### src/rtl/tmg_seq_ctrl.sv
// tmg_seq_ctrl: sequencer for the 8-stage window/line-buffer datapath.
// Fills the shift chain, emits each window as NUM_TAPS serial taps through the
// output mux, shifts one new sample per window and recirculates at row wrap.
// Optional build macro: TMG_SEQ_STALL_CNT_EN adds the stall_cnt[15:0] output.
module tmg_seq_ctrl #(
  parameter int unsigned FILL_LEN = 8,
  parameter int unsigned NUM_TAPS = 9,
  parameter int unsigned ROW_W    = 4,
  parameter int unsigned NUM_WIN  = 16,
  parameter int unsigned CNT_W    = 8
) (
  input  logic       clk,
  input  logic       rst,
  input  logic       start,
  input  logic       in_valid,
  output logic       in_ready,
  input  logic       out_ready,
  output logic       shift_en,
  output logic       mux_sel_a,
  output logic       mux_sel_b,
  output logic [3:0] out_sel,
  output logic       data_valid,
  output logic [3:0] data_tap,
  output logic       busy,
  output logic       done
`ifdef TMG_SEQ_STALL_CNT_EN
  ,
  output logic [15:0] stall_cnt
`endif
);

  localparam logic [3:0] SEL_HOLD = 4'hF;

  typedef enum logic [2:0] {
    S_IDLE,
    S_FILL,
    S_EMIT,
    S_SHIFT,
    S_DONE
  } state_t;

  state_t            state;
  logic [CNT_W-1:0]  fill_cnt;
  logic [CNT_W-1:0]  tap_cnt;
  logic [CNT_W-1:0]  win_cnt;
  logic [CNT_W-1:0]  col_cnt;

  logic capture;
  logic accept;
  logic row_wrap;

  assign row_wrap = (col_cnt == CNT_W'(ROW_W - 1));

  // State decodes; both come straight from the state register
  assign busy = (state != S_IDLE);
  assign done = (state == S_DONE);

  // Same-cycle handshake, shift enable, recirculation and output-mux selects
  always_comb begin
    in_ready  = 1'b0;
    shift_en  = 1'b0;
    mux_sel_a = 1'b0;
    mux_sel_b = 1'b0;
    out_sel   = SEL_HOLD;
    capture   = 1'b0;
    accept    = 1'b0;
    case (state)
      S_FILL: begin
        in_ready = 1'b1;
        shift_en = in_valid;
        accept   = in_valid;
      end
      S_EMIT: begin
        // tap 0 is the live fmap, so it also needs a valid sample
        capture = out_ready && ((tap_cnt != '0) || in_valid);
        if (capture) out_sel = 4'(tap_cnt);
      end
      S_SHIFT: begin
        in_ready  = 1'b1;
        shift_en  = in_valid;
        accept    = in_valid;
        mux_sel_a = row_wrap;
        mux_sel_b = row_wrap;
      end
      default: ;
    endcase
  end

  // Sequencer state, counters and registered tap tagging
  always_ff @(posedge clk) begin
    if (rst) begin
      state      <= S_IDLE;
      fill_cnt   <= '0;
      tap_cnt    <= '0;
      win_cnt    <= '0;
      col_cnt    <= '0;
      data_valid <= 1'b0;
      data_tap   <= 4'h0;
    end else begin
      data_valid <= capture;
      if (capture) data_tap <= 4'(tap_cnt);
      case (state)
        S_IDLE: begin
          fill_cnt <= '0;
          tap_cnt  <= '0;
          win_cnt  <= '0;
          col_cnt  <= '0;
          if (start) state <= S_FILL;
        end
        S_FILL: begin
          if (accept) begin
            fill_cnt <= fill_cnt + CNT_W'(1);
            if (fill_cnt == CNT_W'(FILL_LEN - 1)) begin
              tap_cnt <= '0;
              state   <= S_EMIT;
            end
          end
        end
        S_EMIT: begin
          if (capture) begin
            tap_cnt <= tap_cnt + CNT_W'(1);
            if (tap_cnt == CNT_W'(NUM_TAPS - 1)) state <= S_SHIFT;
          end
        end
        S_SHIFT: begin
          if (accept) begin
            win_cnt <= win_cnt + CNT_W'(1);
            col_cnt <= row_wrap ? '0 : col_cnt + CNT_W'(1);
            tap_cnt <= '0;
            if (win_cnt == CNT_W'(NUM_WIN - 1)) state <= S_DONE;
            else                                state <= S_EMIT;
          end
        end
        S_DONE:  state <= S_IDLE;
        default: state <= S_IDLE;
      endcase
    end
  end

`ifdef TMG_SEQ_STALL_CNT_EN
  logic stall;
  assign stall = (((state == S_FILL) || (state == S_SHIFT)) && !in_valid) ||
                 ((state == S_EMIT) && !capture);

  // Saturating count of busy cycles that made no progress
  always_ff @(posedge clk) begin
    if (rst) begin
      stall_cnt <= 16'h0000;
    end else if ((state == S_IDLE) && start) begin
      stall_cnt <= 16'h0000;
    end else if (stall && (stall_cnt != 16'hFFFF)) begin
      stall_cnt <= stall_cnt + 16'h0001;
    end
  end
`endif

endmodule

### config.mk
export PLATFORM = sky130hd
export DESIGN_NAME = tmg_seq_ctrl
export DESIGN_NICKNAME = d
export VERILOG_FILES = /design/src/rtl/tmg_seq_ctrl.sv
export SDC_FILE = /design/constraint.sdc
export NUM_CORES = 1
export LEC_CHECK = 0
export ABC_AREA = 0
export CAP_MARGIN = 20
export CELL_PAD_IN_SITES_DETAIL_PLACEMENT = 0
export CELL_PAD_IN_SITES_GLOBAL_PLACEMENT = 2
export CORE_AREA = 2 2 85 87
export DETAILED_ROUTE_END_ITERATION = 16
export DIE_AREA = 0 0 87 89
export GPL_TIMING_DRIVEN = 0
export PLACE_DENSITY_LB_ADDON = 0.1
export SETUP_SLACK_MARGIN = 0.5
export SLEW_MARGIN = 20
export SYNTH_ARGS = -nofsm -noshare
export SYNTH_HDL_FRONTEND = slang
export SYNTH_SLANG_ARGS = --single-unit
### constraint.sdc
create_clock -name clk -period 1.68 [get_ports clk]
set_clock_uncertainty 0.05 [all_clocks]
set_input_delay 0.42 -clock clk [delete_from_list [all_inputs] [get_ports clk]]
set_output_delay 0.42 -clock clk [all_outputs]
set_load 0.02 [all_outputs]
==> flow_summary.ini, run 1 <==
; implementation run metrics
[final_layout]
clockNetworkAreaShare = 0.0301
multiInputCombCellCount = 176
comb_area_um2 = 1650
nonClkBufAreaFrac = 0.259
seqCellArea_um2 = 831

[min_path]
hold_end = data_tap[1]

[final_timing]
layout_setup_ws_ns = -0.426
setup_viol = 45
finalClockPeriodUsage = 1.25

[global_routing]
grt_max_degree = 14
grt_first_pass_wirelength_mm = 9.80

[status]
violations = setup timing
status = finished, violations left

[floorplan]
die_area_um2 = 7740
row_count = 30

[yosys]
ys_dominant_reg_cell = dfxtp_1
synth.net_count = 243
synth_chip_area_um2 = 2110
adder_share = 0.0297
ys_ff = 40
topCellsByArea = dfxtp_1 (38%), xor2_1 (6.2%), nor2_1 (5.5%), nand2_1 (3.2%), ha_1 (3.0%)

[worst_setup_path]
critPathMaxFanout = 8
path_depth = 7
rr_startpoint = tap_cnt[5]
crit_path_cell_trace = clkbuf_8 -> nor4b_4 -> nand2_1 -> and3_4 -> buf_12 -> nand2b_4 -> buf_6
run 1: sequential cells by signal (all words and copies together) (netlist names):
name	flops
data_tap	4
fill_cnt	8
col_cnt	8
tap_cnt	8
win_cnt	8
state	3
data_valid	1
run 1: power breakdown:
part | switching [mW] | internal (mW) | total (mW) | leakage [nW]
Sequential | 0.0430 | 0.993 | 1.04 | 0.331
Combinational | 1.04 | 1.33 | 2.36 | 1.02
Clock | 0.375 | 0.440 | 0.815 | 0.0541
run 1: synth_stat cells, drive strengths merged, types with 2 or more instances:
cell type   n
a21oi      12
a22oi       2
a311oi      5
a31oi       3
and2        3
and3       10
and4        4
buf         7
clkbuf      4
dfxtp      40
ha          5
inv         7
mux2i       5
nand2      19
nand2b      8
nand3       8
nand4       9
nor2       32
nor3        3
nor3b       2
nor4        2
nor4b       5
o21ai       5
or3         5
xnor2       3
xor2       15
run 1: per-layer routing:
metal,vias up,global-route usage,part of all wire
li1,995,-,-
met1,945,0.215,0.47
met2,25,0.271,0.48
met3,7,0.0360,0.032
met4,0,0.0582,0.015
met5,-,0,0
run 1: worst reg2reg max path: cells and delay by family, from the launching register on:
| family | cells | cell delay, ns |
|---|---|---|
| flops | 1 | 0.31 |
| compound gates | 1 | 0.12 |
| simple gates | 4 | 0.70 |
| buf+inv | 7 | 0.80 |
run 1: timing repair:
action                                  in CTS  in global routing
buffers inserted                            43                 11
gates resized                              165                 31
hold buffers                                 0                  0
endpoints found under the setup margin      55                 55
cloned                                       3                  0
pin swaps                                   36                 25
run 1: stage by stage:
step / std cells / TNS (ns)
6_report: 397 / -9.92
2_1_floorplan: 233 / -0.0930
3_5_place_dp: 332 / -29.30
4_1_cts: 386 / -9.92
3_3_place_gp: 332 / -29.90
5_1_grt: 397 / -13.08
Fig. 1: run 1, wire density map
Scale bar: 20 um. The die is cut into 17 by 18 equal tiles; black is low, pale yellow is high, scaled to the fullest tile. Values are wire area over tile area, all layers added.
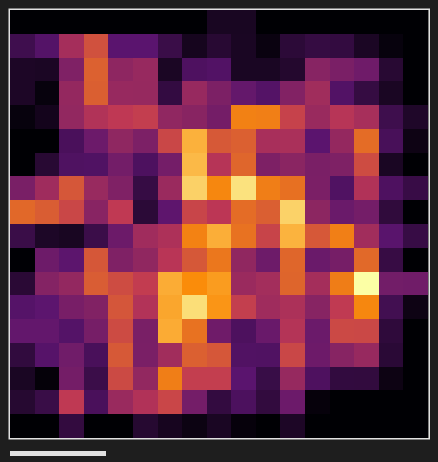
- nearly empty tiles: 15%
- mean over tiles: 0.12
- densest ninth of the die: middle
routed wire length: 6.00 mm
wire length per cell: 15.1 um
GRT Total Usage: 0.165
routed vias: 1972

Fig. 2: run 1, routing congestion
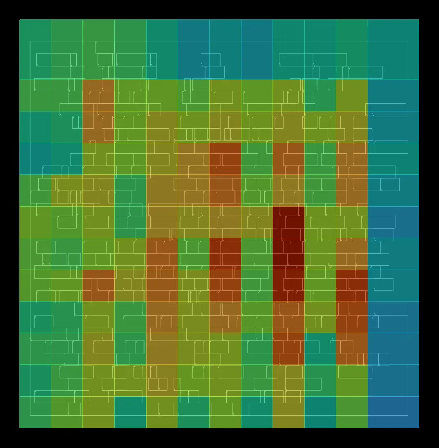
met2 GRT Util: 0.271
fin util: 0.550
gr busiest metal: met2

Fig. 3: run 1, met1 routing
Scale bar: 20 um.
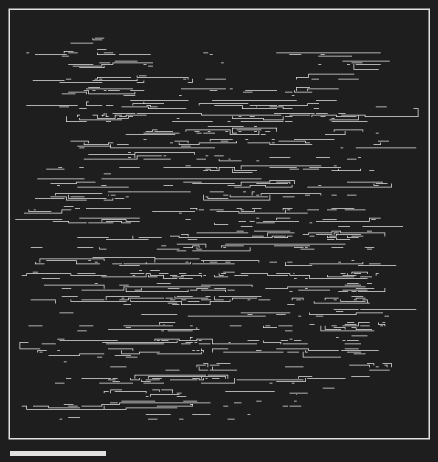
- wire length on this layer: 2810 um
- nets with wire on the layer: 299
- main direction: horizontal

--- run 2 (diff from run 1) ---
Settings changed: SKIP_LAST_GASP set to 1.
==> flow_summary.ini, run 2 <==
; implementation run metrics
[yosys]
synth_chip_area_um2 = 2110
yosysMostFrequentCell = dfxtp_1
topCellsByArea = dfxtp_1 (38%), xor2_1 (6.2%), nor2_1 (5.5%), nand2_1 (3.2%), ha_1 (3.0%)

[power_and_ir_drop]
seqPwrFrac = 0.247
p_comb_frac = 0.560
powerClk_mw = 0.812
powerSeq_mw = 1.04
clockPowerShare = 0.193

[final_timing]
setup_tns_ns = -9.72
layout_setup_ws_ns = -0.420
finalClockPeriodUsage = 1.25
setup_viol = 43

[place]
dp_cells = 332

[floorplan]
die_area_um2 = 7740
row_count = 30

[worst_setup_path]
critPathMaxFanout = 6

[status]
status = finished, violations left
violations = setup timing

[cts]
cts_resized = 159
post_cts.repair.setup_buffers = 43

[global_routing]
grt_first_pass_wirelength_mm = 9.74

[final_layout]
stdcell_count = 397
==> run 2: cell count changes in the layout (fill, tap and decap cells not counted) <==
| cell | previous run | this run |
|---|---|---|
| a21oi_2 | 7 | 6 |
| a21oi_1 | 3 | 4 |
==> run 2: worst paths after layout <==
kind                             startpoint          end  cells past startpoint
worst max-delay path             tap_cnt[1]   out_sel[3]                      8
worst min-delay path            data_tap[1]  data_tap[1]                      2
worst max register to register   tap_cnt[0]     state[1]                     11
worst min register to register  data_tap[1]  data_tap[1]                      2
==> run 2: final cells by class <==
| type | count | area, um2 | area share |
|---|---|---|---|
| sequential | 40 | 831 | 0.225 |
| clock inverter | 3 | 42.5 | 0.0115 |
| multi-input combinational | 176 | 1650 | 0.446 |
| inverter | 7 | 46.3 | 0.0125 |
| buffer | 11 | 155 | 0.0420 |
| tap | 80 | 100 | 0.0271 |
| timing repair buffer | 75 | 801 | 0.217 |
| clock buffer | 5 | 68.8 | 0.0186 |
==> run 2: logic make-up after synthesis <==
family,count (synthesis),share of synthesized area
and+or+nand+nor,115,0.328
buffers and inverters,18,0.0505
AOI/OAI and AO/OA,32,0.113
muxes,5,0.0238
adders and majority gates,5,0.0297
xor gates and xnor gates,18,0.0749
DFF,40,0.380
==> run 2: layer usage <==
layer  part of all wire  vias up  routed length [um]  global-route usage
li1                   -      997                   -                   -
met1               0.47      923                2740               0.217
met2               0.48       29                2820               0.265
met3              0.038        7                 223              0.0360
met4              0.013        0                  79              0.0554
met5                  0        -                   0                   0
==> run 2: worst max-delay path, cell delays in order, from the launching register on <==
cell and delay (ns):
dfxtp_4 0.36, inv_4 0.06, ha_4 0.13, nor4b_4 0.21, nand2_1 0.09, and3_4 0.17
buf_12 0.14, nand2b_4 0.06, buf_6 0.11
Fig. 4: run 2, routing congestion
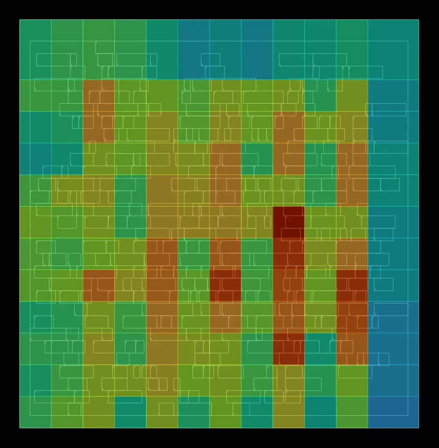
fin util: 0.550
wire length per cell: 14.8 um
met3 usage: 0.0360

Fig. 5: run 2, met1 routing
Scale bar: 20 um.
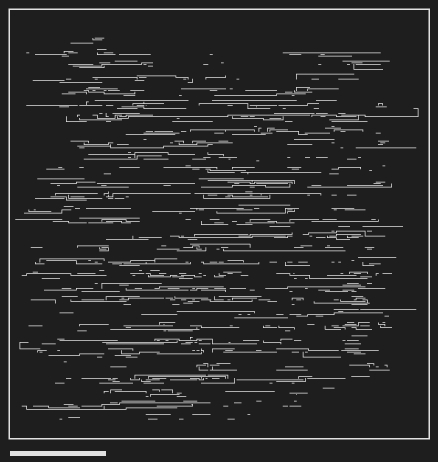
- share of all routed wire: 47%
- nets with wire on the layer: 296
- main direction: horizontal
routing usage on met1: 0.217
routed wire length: 5.86 mm
routed vias: 1956

No activity file was given, so power comes from the tool's default toggle rates.
